## src/rtl/uart_pkg.sv

```systemverilog
// Shared UART receive types: FSM state encoding, default frame geometry, even-parity helper.
// Pure declarations; no latency or flow-control behaviour of its own.
package uart_pkg;

  localparam int DEF_CLKS_PER_BIT = 16;
  localparam int DEF_DATA_BITS    = 8;
  localparam int MAX_DATA_BITS    = 9;

  typedef enum logic [2:0] {
    IDLE,
    START,
    DATA,
    PARITY,
    STOP,
    BREAK
  } rx_state_t;

  // Narrower words are zero-extended by the caller; zeros do not change the parity.
  function automatic logic even_parity(input logic [MAX_DATA_BITS-1:0] word);
    return ^word;
  endfunction

endpackage

```

## src/rtl/uart_sync.sv

```systemverilog
// Two-flop synchroniser with a configurable reset level, for asynchronous single-bit inputs.
// Latency 2 clk; no backpressure.
module uart_sync #(
  parameter logic RST_VAL = 1'b1
) (
  input  logic clk,
  input  logic clr,
  input  logic d,
  output logic q
);

  logic meta;

  always_ff @(posedge clk or negedge clr) begin
    if (!clr) begin
      meta <= RST_VAL;
      q    <= RST_VAL;
    end else begin
      meta <= d;
      q    <= meta;
    end
  end

endmodule

```

## src/rtl/uart_rx.sv

```systemverilog
// 8N1 UART receiver (UART_RX_PARITY_EN adds an even-parity bit). rx_valid rises CLKS_PER_BIT/2+(DATA_BITS+1)*CLKS_PER_BIT+3 clk after rx falls.
// Output is held until rx_ack; a word completing while rx_valid is still unacknowledged overwrites it and pulses overrun.
module uart_rx
  import uart_pkg::*;
#(
  parameter int CLKS_PER_BIT = DEF_CLKS_PER_BIT,
  parameter int DATA_BITS    = DEF_DATA_BITS
) (
  input  logic                 clk,
  input  logic                 clr,
  input  logic                 rx,
  input  logic                 rx_ack,
  output logic [DATA_BITS-1:0] rx_data,
  output logic                 rx_valid,
  output logic                 frame_err,
  output logic                 overrun,
`ifdef UART_RX_PARITY_EN
  output logic                 parity_err,
`endif
  output logic                 busy
);

  localparam int CW = $clog2(CLKS_PER_BIT);
  localparam int BW = $clog2(DATA_BITS);
  localparam logic [CW-1:0] CNT_MID = CW'(CLKS_PER_BIT / 2 - 1);
  localparam logic [CW-1:0] CNT_END = CW'(CLKS_PER_BIT - 1);
  localparam logic [BW-1:0] BIT_END = BW'(DATA_BITS - 1);

  rx_state_t state, state_nxt;
  logic                 rxs;
  logic [CW-1:0]        cnt;
  logic [BW-1:0]        bit_cnt;
  logic [DATA_BITS-1:0] sr;
  logic                 mid_hit, end_hit;
  logic                 sample_bit, stop_smp, word_ok, par_ok;

  uart_sync #(.RST_VAL(1'b1)) u_sync (
    .clk (clk),
    .clr (clr),
    .d   (rx),
    .q   (rxs)
  );

  assign mid_hit = (cnt == CNT_MID);
  assign end_hit = (cnt == CNT_END);

  always_ff @(posedge clk or negedge clr) begin
    if (!clr) state <= IDLE;
    else      state <= state_nxt;
  end

  always_comb begin
    state_nxt = state;
    case (state)
      IDLE:   if (!rxs) state_nxt = START;
      START:  if (mid_hit) state_nxt = rxs ? IDLE : DATA;
`ifdef UART_RX_PARITY_EN
      DATA:   if (end_hit && bit_cnt == BIT_END) state_nxt = PARITY;
      PARITY: if (end_hit) state_nxt = STOP;
`else
      DATA:   if (end_hit && bit_cnt == BIT_END) state_nxt = STOP;
`endif
      STOP:   if (end_hit) state_nxt = rxs ? IDLE : BREAK;
      BREAK:  if (rxs) state_nxt = IDLE;
      default: state_nxt = IDLE;
    endcase
  end

  always_comb begin
    busy       = (state != IDLE);
    sample_bit = (state == DATA) && end_hit;
    stop_smp   = (state == STOP) && end_hit;
    word_ok    = stop_smp && rxs && par_ok;
  end

`ifdef UART_RX_PARITY_EN
  logic                     par_bit;
  logic [MAX_DATA_BITS-1:0] sr_ext;

  always_comb begin
    sr_ext                = '0;
    sr_ext[DATA_BITS-1:0] = sr;
    par_ok                = (even_parity(sr_ext) == par_bit);
  end

  always_ff @(posedge clk or negedge clr) begin
    if (!clr) begin
      par_bit    <= 1'b0;
      parity_err <= 1'b0;
    end else begin
      if (state == PARITY && end_hit) par_bit <= rxs;
      parity_err <= stop_smp && rxs && !par_ok;
    end
  end
`else
  assign par_ok = 1'b1;
`endif

  // Counters restart on every state change so each state times from its own entry.
  always_ff @(posedge clk or negedge clr) begin
    if (!clr) begin
      cnt     <= '0;
      bit_cnt <= '0;
      sr      <= '0;
    end else begin
      if (state == IDLE || state_nxt != state || end_hit) cnt <= '0;
      else                                                 cnt <= cnt + CW'(1);
      if (state_nxt != state) bit_cnt <= '0;
      else if (sample_bit)    bit_cnt <= bit_cnt + BW'(1);
      if (sample_bit) sr <= {rxs, sr[DATA_BITS-1:1]};
    end
  end

  // A load in the same cycle as an ack counts as consumed, not overrun.
  always_ff @(posedge clk or negedge clr) begin
    if (!clr) begin
      rx_data   <= '0;
      rx_valid  <= 1'b0;
      frame_err <= 1'b0;
      overrun   <= 1'b0;
    end else begin
      frame_err <= stop_smp && !rxs;
      overrun   <= word_ok && rx_valid && !rx_ack;
      if (word_ok) begin
        rx_data  <= sr;
        rx_valid <= 1'b1;
      end else if (rx_valid && rx_ack) begin
        rx_valid <= 1'b0;
      end
    end
  end

endmodule

```

## config.mk

```make
export PLATFORM = sky130hd
export DESIGN_NAME = uart_rx
export DESIGN_NICKNAME = d
export VERILOG_FILES = /design/src/rtl/uart_pkg.sv /design/src/rtl/uart_sync.sv /design/src/rtl/uart_rx.sv
export SDC_FILE = /design/constraint.sdc
export NUM_CORES = 1
export LEC_CHECK = 0
export CORE_MARGIN = 1.5
export CORE_UTILIZATION = 49
export DETAILED_ROUTE_END_ITERATION = 10
export GPL_TIMING_DRIVEN = 0
export PLACE_DENSITY = 0.74
export SLEW_MARGIN = 30
export SYNTH_ARGS = -nofsm -noshare
export SYNTH_HDL_FRONTEND = slang
export SYNTH_SLANG_ARGS = --single-unit
```

## constraint.sdc

```tcl
create_clock -name clk -period 1.5 [get_ports clk]
set_input_delay 0.375 -clock clk [delete_from_list [all_inputs] [get_ports clk]]
set_output_delay 0.375 -clock clk [all_outputs]
set_load 0.005 [all_outputs]
```

==> run summary, run 1 <==
The flow run is done. Fraction of registers with async set/reset landed at 100.0%. In this run the critical path is formed by buf_6 > or3_4 > buf_6. The commonest register cell is dfrtp_1. Per the cell usage report, the commonest logic cell in the layout is dfrtp_1. Share of the synthesized area in the top cell type landed at 51.69%. Warning total across the stage logs landed at 29. Overall track demand over capacity in global routing landed at 18.96%. Buffers outside the clock tree occupy between 10% and 20% of the routed design's cell area. The HPWL after detailed placement is 1569 um. In this run, synthesis inferred 0 flip-flops with an integrated enable.

The cell family contributing the most delay on the critical path is flip-flops. Register bit count reported by yosys landed at 31. For reference, the final report shows the max-slew violation count at 0. Ranked by total cell area, the synthesized netlist is headed by dfrtp_1, mux2_2, mux2_4. For reference, the most critical setup path is categorized as reg -> out.

Excluding fillers, the count of instances in the completed layout stands at about 180. Clock-pin transition on the worst setup and hold timing paths landed at about 0.09 ns. Routed wirelength normalized by instance count landed at roughly 16 um. The report lists the number of standard-cell rows as 19. Summed over all nets, the switching power comes to ~800 uW.

Source-to-sink clock delay at the later pin of the worst-skew pair landed at 0.32 ns. Setup slack on the critical path of the routed design comes to -0.2082 ns. Final clock period utilization by the worst path landed at 113.9%.

Per the breakdown, switching nets consume ~30% of all power. Counting the warning lines in the Yosys log gives 0. Sequential cell area fraction in the yosys report landed at 55.44%. In this run, power in flip-flops and latches comes to 1110 uW.

The critical path's slowest stage uses the library cell dfrtp_1. Setup violation total in the final timing report landed at 24. Hold violation count in the final report landed at 0. Sequential cell area landed at just under 800 um2. The checks that failed: negative setup slack. The run finished, with violations left.
==> run_1/gate_families.png <==
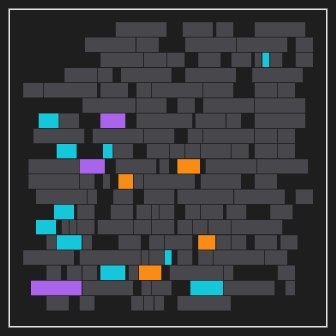
| color | family | cells |
|---|---|---|
| cyan | NOR gates | 10 |
| orange | AND and OR gates | 4 |
| purple | adder and majority cells | 3 |

==> run_1/final_congestion.png <==
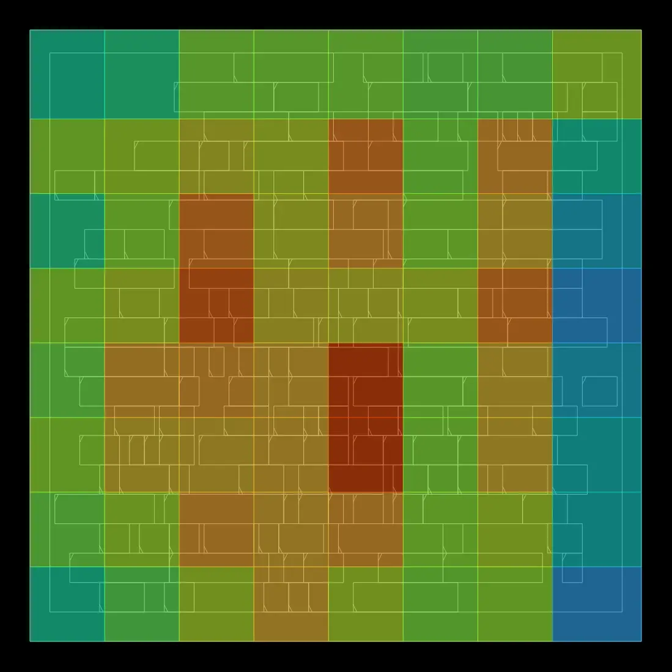
met3 capacity usage during global routing: 4.839%
Core Util, Final: 71.81%

==> run_1/port_nets.png <==
The bar under the picture is 20 um long.
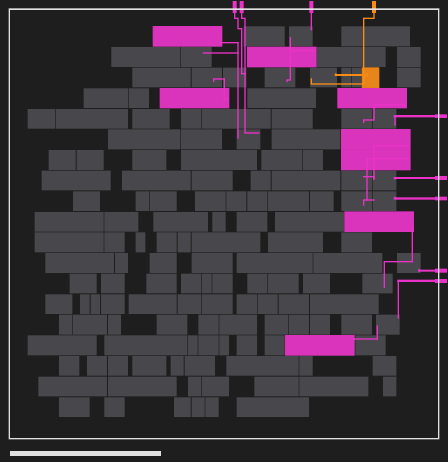
| color | port | bits | direction | edge | end cells | buffers | wire |
|---|---|---|---|---|---|---|---|
| orange | rx_ack | 1 | input | north | 1 | 1 | 24.0 um |
| magenta | rx_data | 8 | output | 5 east, 3 north | 8 | 8 | 141 um |

==> run_1/zoom.png <==
The bar under the picture is 10 um long. Region (2, 2) to (27, 27) um. Cells in gray, sequential cells in the stronger gray; small squares are vias.
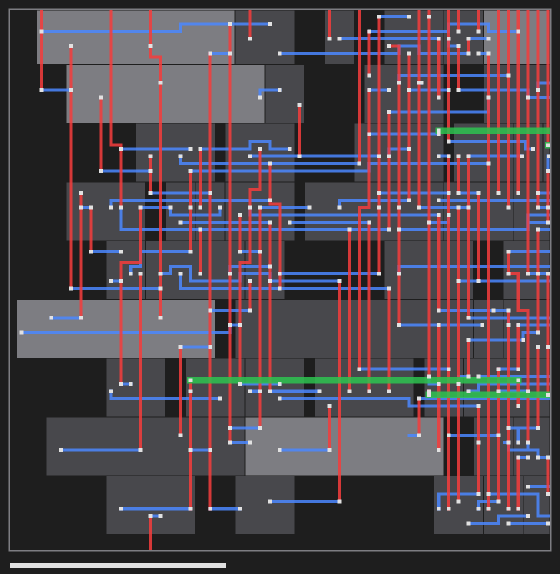

==> run 2: changes to the inputs <==
- CORE_UTILIZATION: 49 -> 32
- PLACE_DENSITY: 0.74 -> unset
==> run_2/zoom.png <==
The bar under the picture is 10 um long. Region (5, 5) to (30, 30) um. Cells in gray, sequential cells in the stronger gray; small squares are vias.
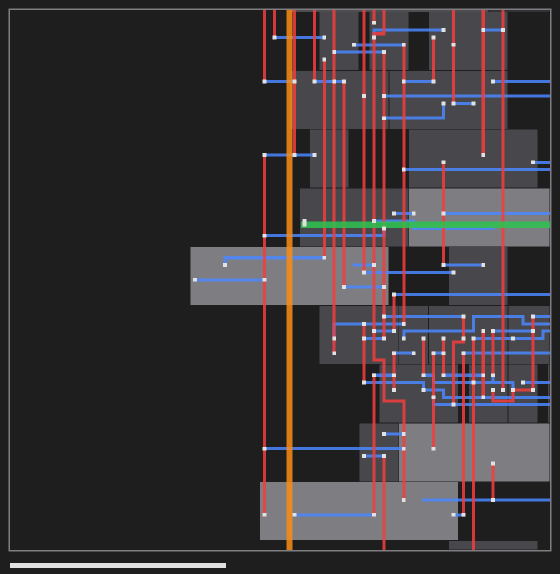
| color | layer |
|---|---|
| orange | met4 |
| blue | met1 |
| green | met3 |
| red | met2 |
sequential cells in the window: 4
netlist names of flops here include: cnt (3), bit_cnt (1)
cells with their middle in the window: 21
most frequent: dfrtp_1 (4), nor3_2 (3)

==> run summary, run 2 <==
The flow run is done. Clock-pin transition on the worst setup and hold timing paths landed at ~0.07 ns. Summed over all routing layers, the global router reports a total usage of between 10% and 20%. The synthesis report names the predominant flop master as dfrtp_1. For the sequential group, total power comes out at 1120 uW. The critical path in this run is classified as reg -> out.

The routed design uses between 1500 and 2000 um of met2 wire. The number of nets in the synthesized netlist is around 110. The share of synthesized area in the top cell type comes to around 52%. First-pass GRT wire length landed at about 5100 um. In this design, the largest share of critical-path delay is due to flip-flops. In the final layout, flip-flops and latches occupy approximately 780 um2. The region available for standard cell placement spans 4115 um2. The worst path uses 113.0% of the clock period. By area the synthesized netlist is led by dfrtp_1, mux2_2, mux2_4. dfrtp_1 takes more of the synthesized area than any other cell.

The initialized floorplan defines 23 standard-cell rows. The checks that failed: negative setup slack. Fraction of registers with async set/reset landed at 100.0%.

In this build the clock could be raised as far as roughly 590 MHz. Number of flops mapped to enable cells by yosys landed at 0. Net switching component of the power landed at 812.5 uW. Looking at the critical path, the single cell with the biggest stage delay is dfrtp_1. Placed cell area landed at roughly 1600 um2. Number of pins exceeding their max-slew limit in the final report landed at 0. According to the timing report, the critical path is captured at busy. Once synthesis finished, the tally of register bits stood at 31. As reported, the later end of the worst-skew pair has a clock insertion delay of between 0.2 and 0.3 ns. The signal on the critical path passes through buf_6 > or3_4 > buf_6. Final instance count without filler cells landed at 190. Counting the warning lines in the Yosys log gives 0.

The final timing report counts setup violations totalling 21. Per report_power, the Clock row totals 845 uW. Sequential cell area fraction in the yosys report landed at 55.44%. Prior to clock tree synthesis, the placed netlist has a worst setup slack of -0.4080 ns. Across all stage logs, warnings added up to 29. The portion of synthesized area spent on multiplexers is 16.58%.

The run finished, with violations left. Non-clock buffering takes up between 10 and 15% of total cell area after layout. The clock H-tree reported by CTS has 2 levels.

The top cell type in the final layout, fill and taps aside, is dfrtp_1. After layout, the worst setup slack is -0.1947 ns. Post-detailed-placement half-perimeter wirelength landed at around 1700 um.
==> run_2/final_congestion.png <==
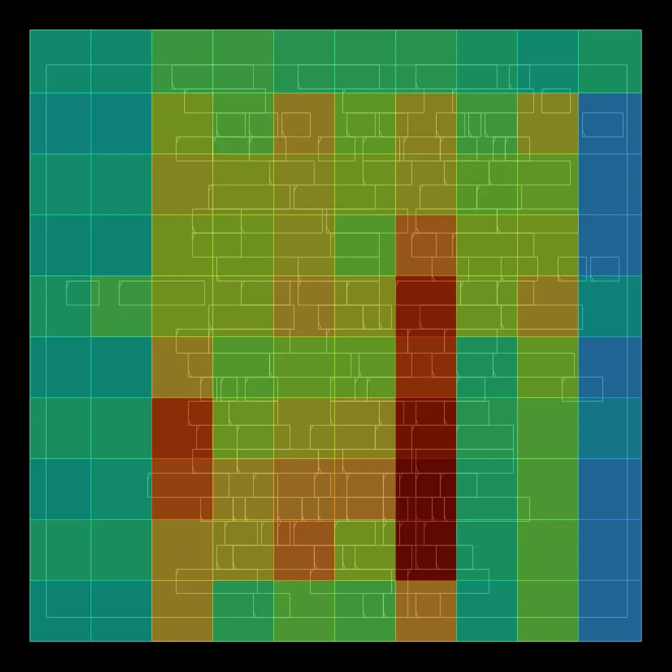
most heavily used metal layer in global routing: met2
met3 capacity usage during global routing: 4.651%
routed wirelength normalized by instance count: 15.09 um
Core Util, Final: 48.31%
GRT met2 Usage: 24.15%

Power figures rest on the tool's default switching activity, not on a simulated workload.
